**Run 1: signal wires on met2**

Scale: 4 px per um.
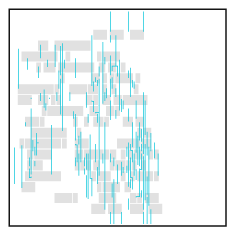
**Run 1: M1 wires**

Scale: 6 px per um. Supply wires on this layer in gray.
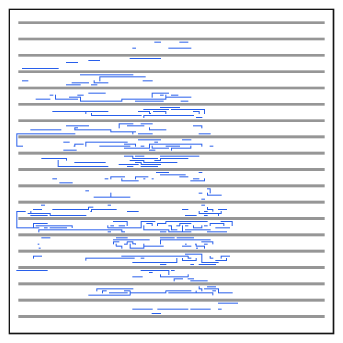
**Run 1: M3 wires**

Scale: 6 px per um.
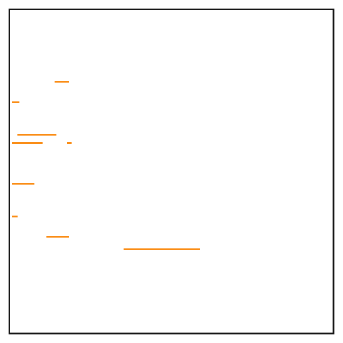
**Run 1: cell placement**

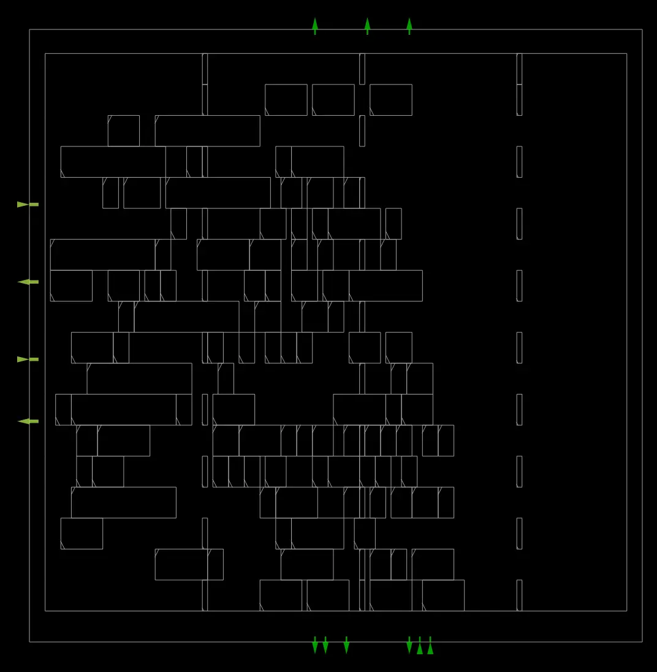
**src/rtl/bus_arbit_2m_if.sv**
```systemverilog
// Request/grant bundle between the two bus masters and the bus_arbit_2m arbiter.
// master = requester side, slave = arbiter side.
interface bus_arbit_2m_if #(
    parameter int unsigned CNT_W = 5
);
    logic             m0_req;
    logic             m1_req;
    logic             m0_grant;
    logic             m1_grant;
    logic             m_sel;
    logic             busy;
    logic [CNT_W-1:0] hold_cnt;

    modport master (
        output m0_req, m1_req,
        input  m0_grant, m1_grant, m_sel, busy, hold_cnt
    );

    modport slave (
        input  m0_req, m1_req,
        output m0_grant, m1_grant, m_sel, busy, hold_cnt
    );
endinterface

```
**src/rtl/bus_arbit_2m.sv**
```systemverilog
// Two-master bus arbiter with one-hot registered grants and bounded hold time.
// Define ARB_ROUND_ROBIN_EN for round-robin tie-breaks; otherwise M0 wins every tie.
module bus_arbit_2m #(
    parameter int unsigned MAX_HOLD = 16,
    parameter int unsigned CNT_W    = 5
) (
    input logic            clk,
    input logic            reset,
    bus_arbit_2m_if.slave  bus
);
    typedef enum logic [1:0] {StIdle, StG0, StG1} state_e;

    localparam bit               HoldEn  = (MAX_HOLD != 0);
    localparam int unsigned      HoldLim = HoldEn ? MAX_HOLD - 1 : 0;
    localparam logic [CNT_W-1:0] HoldLimC = CNT_W'(HoldLim);
    localparam logic [CNT_W-1:0] CntMax   = '1;

    state_e           state_q, state_d;
    logic [CNT_W-1:0] cnt_q, cnt_d;
    logic             sel_q, sel_d;
    logic             tie_to_m1;

`ifdef ARB_ROUND_ROBIN_EN
    // last_q: 0 = M0 was the last owner, 1 = M1. Reset to M1 so M0 wins the first tie.
    logic last_q;

    always_ff @(posedge clk or posedge reset) begin
        if (reset) begin
            last_q <= 1'b1;
        end else if (state_q == StG0 && state_d != StG0) begin
            last_q <= 1'b0;
        end else if (state_q == StG1 && state_d != StG1) begin
            last_q <= 1'b1;
        end
    end

    assign tie_to_m1 = ~last_q;
`else
    assign tie_to_m1 = 1'b0;
`endif

    always_comb begin
        state_d = state_q;
        cnt_d   = cnt_q;
        sel_d   = sel_q;
        unique case (state_q)
            StIdle: begin
                if (bus.m0_req && bus.m1_req) begin
                    state_d = tie_to_m1 ? StG1 : StG0;
                end else if (bus.m0_req) begin
                    state_d = StG0;
                end else if (bus.m1_req) begin
                    state_d = StG1;
                end
            end
            StG0: begin
                if (!bus.m0_req) begin
                    state_d = bus.m1_req ? StG1 : StIdle;
                end else if (bus.m1_req && HoldEn && cnt_q >= HoldLimC) begin
                    // >= also covers a count that ran past the limit while M1 was quiet
                    state_d = StG1;
                end else if (cnt_q != CntMax) begin
                    cnt_d = cnt_q + 1'b1;
                end
            end
            StG1: begin
                if (!bus.m1_req) begin
                    state_d = bus.m0_req ? StG0 : StIdle;
                end else if (bus.m0_req && HoldEn && cnt_q >= HoldLimC) begin
                    state_d = StG0;
                end else if (cnt_q != CntMax) begin
                    cnt_d = cnt_q + 1'b1;
                end
            end
            default: state_d = StIdle;
        endcase

        if (state_d != state_q) begin
            cnt_d = '0;
        end
        // m_sel keeps its value through IDLE so the address mux does not glitch
        if (state_d == StG0) begin
            sel_d = 1'b0;
        end else if (state_d == StG1) begin
            sel_d = 1'b1;
        end
    end

    always_ff @(posedge clk or posedge reset) begin
        if (reset) begin
            state_q <= StIdle;
            cnt_q   <= '0;
            sel_q   <= 1'b0;
        end else begin
            state_q <= state_d;
            cnt_q   <= cnt_d;
            sel_q   <= sel_d;
        end
    end

    assign bus.m0_grant = (state_q == StG0);
    assign bus.m1_grant = (state_q == StG1);
    assign bus.busy     = (state_q == StG0) || (state_q == StG1);
    assign bus.m_sel    = sel_q;
    assign bus.hold_cnt = cnt_q;
endmodule

```
**src/flat_wrapper.sv**
```systemverilog
// flat-port wrapper written by rule: the top's interface ports become plain ports
module bus_arbit_2m_flat 
#(
    parameter int unsigned MAX_HOLD = 16,
    parameter int unsigned CNT_W    = 5
)
  (clk, reset, bus_m0_req, bus_m1_req, bus_m0_grant, bus_m1_grant, bus_m_sel, bus_busy, bus_hold_cnt);
  bus_arbit_2m_if #(.CNT_W(CNT_W)) bus_i ();
  input logic clk;
  input logic reset;
  input wire logic [$bits(bus_i.m0_req)-1:0] bus_m0_req;
  input wire logic [$bits(bus_i.m1_req)-1:0] bus_m1_req;
  output wire logic [$bits(bus_i.m0_grant)-1:0] bus_m0_grant;
  output wire logic [$bits(bus_i.m1_grant)-1:0] bus_m1_grant;
  output wire logic [$bits(bus_i.m_sel)-1:0] bus_m_sel;
  output wire logic [$bits(bus_i.busy)-1:0] bus_busy;
  output wire logic [$bits(bus_i.hold_cnt)-1:0] bus_hold_cnt;
  assign bus_i.m0_req = bus_m0_req;
  assign bus_i.m1_req = bus_m1_req;
  assign bus_m0_grant = bus_i.m0_grant;
  assign bus_m1_grant = bus_i.m1_grant;
  assign bus_m_sel = bus_i.m_sel;
  assign bus_busy = bus_i.busy;
  assign bus_hold_cnt = bus_i.hold_cnt;
  bus_arbit_2m #(.MAX_HOLD(MAX_HOLD), .CNT_W(CNT_W)) u_core (.clk(clk), .reset(reset), .bus(bus_i));
endmodule
```
**config.mk**
```make
export PLATFORM = sky130hd
export DESIGN_NAME = bus_arbit_2m_flat
export DESIGN_NICKNAME = d
export VERILOG_FILES = /design/src/rtl/bus_arbit_2m_if.sv /design/src/rtl/bus_arbit_2m.sv /design/src/flat_wrapper.sv
export SDC_FILE = /design/constraint.sdc
export NUM_CORES = 1
export LEC_CHECK = 0
export ABC_AREA = 1
export CORE_UTILIZATION = 25
export DETAILED_ROUTE_END_ITERATION = 12
export SYNTH_ARGS = -nofsm -noshare
export SYNTH_HDL_FRONTEND = slang
export SYNTH_SLANG_ARGS = --single-unit
```
**constraint.sdc**
```tcl
create_clock -name clk -period 4.9 [get_ports clk]
set_input_delay 0.98 -clock clk [delete_from_list [all_inputs] [get_ports clk]]
set_output_delay 0.98 -clock clk [all_outputs]
set_load 0.01 [all_outputs]
```
==> Changelog: implementation, run 1 <==
### Metrics

* Hold Crit Class: flop to flop
* Pin count of the biggest net entering global routing at 9
* Clock Pin Slew Worst Setup and Hold Paths at 50 ps
* Top pwr grp: combinational cells
* Cell Type Count at 18
* Minimum clock period after layout at 2660 ps
* Worst VDD drop at 0.274 mV
* ClkCell Share at 0.0265
* Post-synthesis area per instance at 7.21 sq um
* Inst Count DP at 135
* Clock group at 48.3 uW
* Power Density at 529 nW/um^2
* Final setup TNS at 0 ps
* Post-route DRC at 0
* First-pass GRT wire length at 2390 um
* DR WL/cell at 9.80 um
* CP Class: flop to output port
* Worst Path Arrival at 1680 ps
* Top cells excl fill/tap: 26 x nand2_1, 14 x inv_1, 12 x clkdlybuf4s50_1
* Comb power at 292 uW
* Syn Nets at 105
* Die width at 53.8 um
* Status: complete, no violations
* Non-clk invs at 14
* P_int at 239 uW
* WP buf/inv at 2
* Clock power frac at 0.107
* Top-area cell type share of the netlist area at 0.299
* Pre-Repair DR Iteration Count at 2
* Worst-Skew Late Latency at 250 ps
* Cell count listed in synth_stat.txt at 93
* Count of multi-input gates at 71
* FF-to-FF path depth at 14
* Hold slack at 501 ps
* DIE HEIGHT at 53.8 um
* Die area at 2890 sq um
* Post-synth ARST share at 1.00
* Total GRT Usage at 0.114
* Req. time, crit path at 3920 ps
* R2R setup slack at 2760 ps
* Flip-flops at 8
* Post-synthesis cell type with the largest combined area: dfrtp_1
* Dpl hpwl at 1130 um
* Setup WS pre-CTS at 2220 ps
* Via count at 616
* Post-layout period usage at 0.543
* GR Util met1 at 0.129
* Maximum clock frequency at 0.376 GHz
* Flop pwr share at 0.242
* Post-synthesis sequential area ratio at 0.299
* TritonCTS Buffers at 3
* Combinational share of cell area at 0.491
* Largest cells by area after synthesis: dfrtp_1 30%, ha_1 15%, nand2_1 15%
* Levels on crit path at 3
* Count of library flops with an enable pin at 0
* Reg area at 200 sq um
* Gr busiest metal: met2
* Delay-heaviest family, CP: buffers and inverters
* Switching Fraction at 0.468
* Max Slew Vio Count at 0
* Initial antenna violation count at 0
## Picture notes: 'signal wires on met2'
share of all routed wire: 48%
wire length on this layer: 644 um
longest straight run: 24.1 um
nets with wire on the layer: 92
main direction: vertical

## Picture notes: 'M1 wires'
longest straight run: 13.8 um
nets with wire on the layer: 103
main direction: horizontal
share of all routed wire: 48%

## Picture notes: 'M3 wires'
longest straight run: 12.4 um
main direction: horizontal

## Picture notes: 'cell placement'
flop share of the area: 0.235
filler cell count: 279
n_taps: 30

## Run 2: what changed since run 1
Clock period 4.9 ns to 2.4 ns, I/O delays scaled along.
==> run 2 against run 1 <==
  * First-iteration DRC count increased by 40%
  * Via count decreased by 4.2%
  * Clock-buffer cell count unchanged
  * Worst setup slack got worse by 2000 ps
  * Non-clock buffer count unchanged
  * Routed wire length decreased by 3.1%
  * Die area unchanged
  * Clock skew about the same
==> Changelog: implementation, run 2 <==
### Metrics

* Status: complete, no violations
* Data buffer area share at 0.141
* DR vias/cell at 4.28
* Worst-Skew Late Latency at 240 ps (about the same)
* Setup crit end kind: output port
* Worst setup path endpoint: bus_busy
* Share of cells above drive strength 1 at 0.102
* Top pwr grp: combinational cells
* I/O pins at 13
* Slew HR at 0.779
* CP Class: flop to output port
* Overall Power at 916 uW
* Flops after synth at 8
* Flop pwr share at 0.244 (+0.002)
* Levels on crit path at 3 (unchanged)
* Clock Sinks at 8
* TritonCTS Buffers at 3 (unchanged)
* Hold Crit Class: input pin to asynchronous set/reset pin
* Yosys chip area at 671 sq um
* Top cells excl fill/tap: 26 x nand2_1, 14 x inv_1, 12 x clkdlybuf4s50_1
* DR WL/cell at 9.49 um (-3.1%)
* Measured slew at the worst slew-check pin at 330 ps
* Syn Nets at 105 (unchanged)
* RSZ-0062 raised after global routing: no
* Worst Path Arrival at 1690 ps (about the same)
* Pre-Repair DR Iteration Count at 2 (unchanged)
* Switching Fraction at 0.468 (about the same)
* P_int at 488 uW (+100%)
* Cell Type Count at 18 (unchanged)
* Reg area at 200 sq um (unchanged)
* And+or+nand+nor area frac at 0.397
* N_taps at 30 (unchanged)
* Critical-path top delay cell: clkdlybuf4s50_1
* CTS tree: done
* Gr ovfl total at 0
* MUX area fraction at 0
* Filler cell count at 263 (-5.7%)
* Count of library flops with an enable pin at 0 (unchanged)
* Pin count of the biggest net entering global routing at 9 (unchanged)
* Post-synthesis cell type with the largest combined area: dfrtp_1
* Top-area cell type share of the netlist area at 0.299 (unchanged)
* Initial antenna violation count at 0 (unchanged)
* Combinational share of cell area at 0.491 (unchanged)
* Final hold viol count at 0
* Layout Utilization at 0.340
* Logic area at 418 sq um
* Cell Rows at 18
* Predominant post-synthesis flop cell: dfrtp_1
* Die area at 2890 sq um (unchanged)
* WP buf/inv at 2 (unchanged)
* Crit-path max cell delay at 530 ps
* Critical path startpoint category: flop
* Clock group at 97.0 uW (+100%)
* First-pass GRT wire length at 2260 um (-5.5%)
* Flip-flops at 8 (unchanged)
* Worst VDD drop at 0.589 mV (+110%)
* Post-synthesis sequential area ratio at 0.299 (unchanged)
* Largest cells by area after synthesis: dfrtp_1 30%, ha_1 15%, nand2_1 15%
* Post-CTS Hold Fix Bufs at 0
* Antenna viol nets, final at 0
* Inst Count DP at 135 (unchanged)
* Depth of the CTS H-tree at 1
* Gr busiest metal: met2
* Layout net count at 122
* Logic pwr share at 0.651
* Wl on met1 at 672 um
* Post-synthesis area per instance at 7.21 sq um (unchanged)
* Final worst slack at 231 ps
* FF-to-FF path depth at 15 (+1)
* Post-layout period usage at 0.904
* Max-area cell class: multi-input combinational cells
* Final-report setup violation count at 0
* Psw at 428 uW
* Cell count listed in synth_stat.txt at 93 (unchanged)
* Minimum clock period after layout at 2170 ps
* CP max FO at 7
* Die width at 53.8 um (unchanged)
* Reg2reg end: u_core.bus.m_sel
* Met2 routed wirelength at 604 um
* Post-synth ARST share at 1.00 (unchanged)
* Ys Warns at 0
* Total GRT Usage at 0.107 (-0.00652)
* Hold slack at 473 ps (-27.7 ps)
* Delay-heaviest family, CP: buffers and inverters
* Syn-to-layout area delta at 26.9%
* Largest buffer count on any clock path at 2
* Signal buffers at 12
* Max_cap viols at 0
* Final clock skew at 0.337 ps
* FF-to-FF Start: u_core.bus.hold_cnt[0]
* Power Density at 1080 nW/um^2 (+100%)
* Max layer used: met4
* Fin cells at 138
* Drt initial violations at 7
* Most numerous logic cell after layout: nand2_1
* Setup bufs post-CTS at 0
* Final setup TNS at 0 ps (unchanged)
* DIE HEIGHT at 53.8 um (unchanged)
* Post-Place Cell Area at 828 sq um
* Clock Pin Slew Worst Setup and Hold Paths at 50 ps (about the same)
* Log Warnings at 30
* Met3 WL at 28 um
* R2R setup slack at 320 ps (-2440 ps)
* CTS root buffer: clkbuf_4
* Ant. Diodes at 0
* Non-clk invs at 14 (unchanged)
* PostCTS Resize Cnt at 0
* Req. time, crit path at 1920 ps (-2000 ps)
* Clock power frac at 0.106 (about the same)
* GP Congestion at 0.768
* Comb power at 596 uW (+100%)
* Maximum clock frequency at 0.461 GHz
* Aoi share at 0.0634
* Setup WS pre-CTS at 260 ps (-1960 ps)
* Largest register FFs at 5
* Max Slew Vio Count at 0 (unchanged)
* Flop share of the area at 0.235 (unchanged)
* Dpl hpwl at 1070 um (-5.8%)
* Xor and xnor fraction of the mapped netlist area at 0.0131
* ClkCell Share at 0.0265 (unchanged)
* Port Buf Inserts at 12
* Count of multi-input gates at 71 (unchanged)
* Post-route DRC at 0 (unchanged)
* Fa+ha+maj area frac at 0.149
* P_leak at 0.426 nW
* Clock Buffer Count at 3
* Core area at 2500 sq um
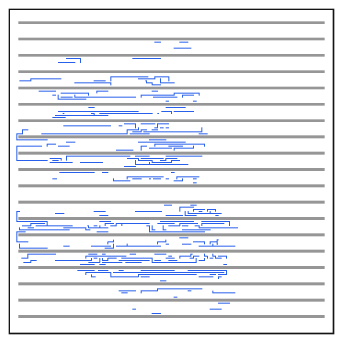
**Above:** run 2 (M1 wires).
Scale: 6 px per um. Supply wires on this layer in gray.
via count: 590
GR Util met1: 0.138
final wirelength: 1310 um

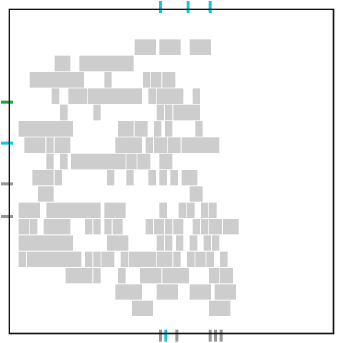
**Above:** run 2 (pin placement).
Scale: 6 px per um. Pins as bars across the die edge, other pins in gray.
[green] clk | pins: 1 | direction: input | edge: left
[cyan] bus_hold_cnt | pins: 5 | direction: output | edge: 3 top, 1 left, 1 bottom
all pins by edge: 6 bottom, 4 left, 3 top

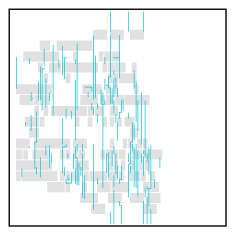
**Above:** run 2 (signal wires on met2).
Scale: 4 px per um.
met2 Use GR: 0.173

Power is estimated from default activity; no workload was simulated.
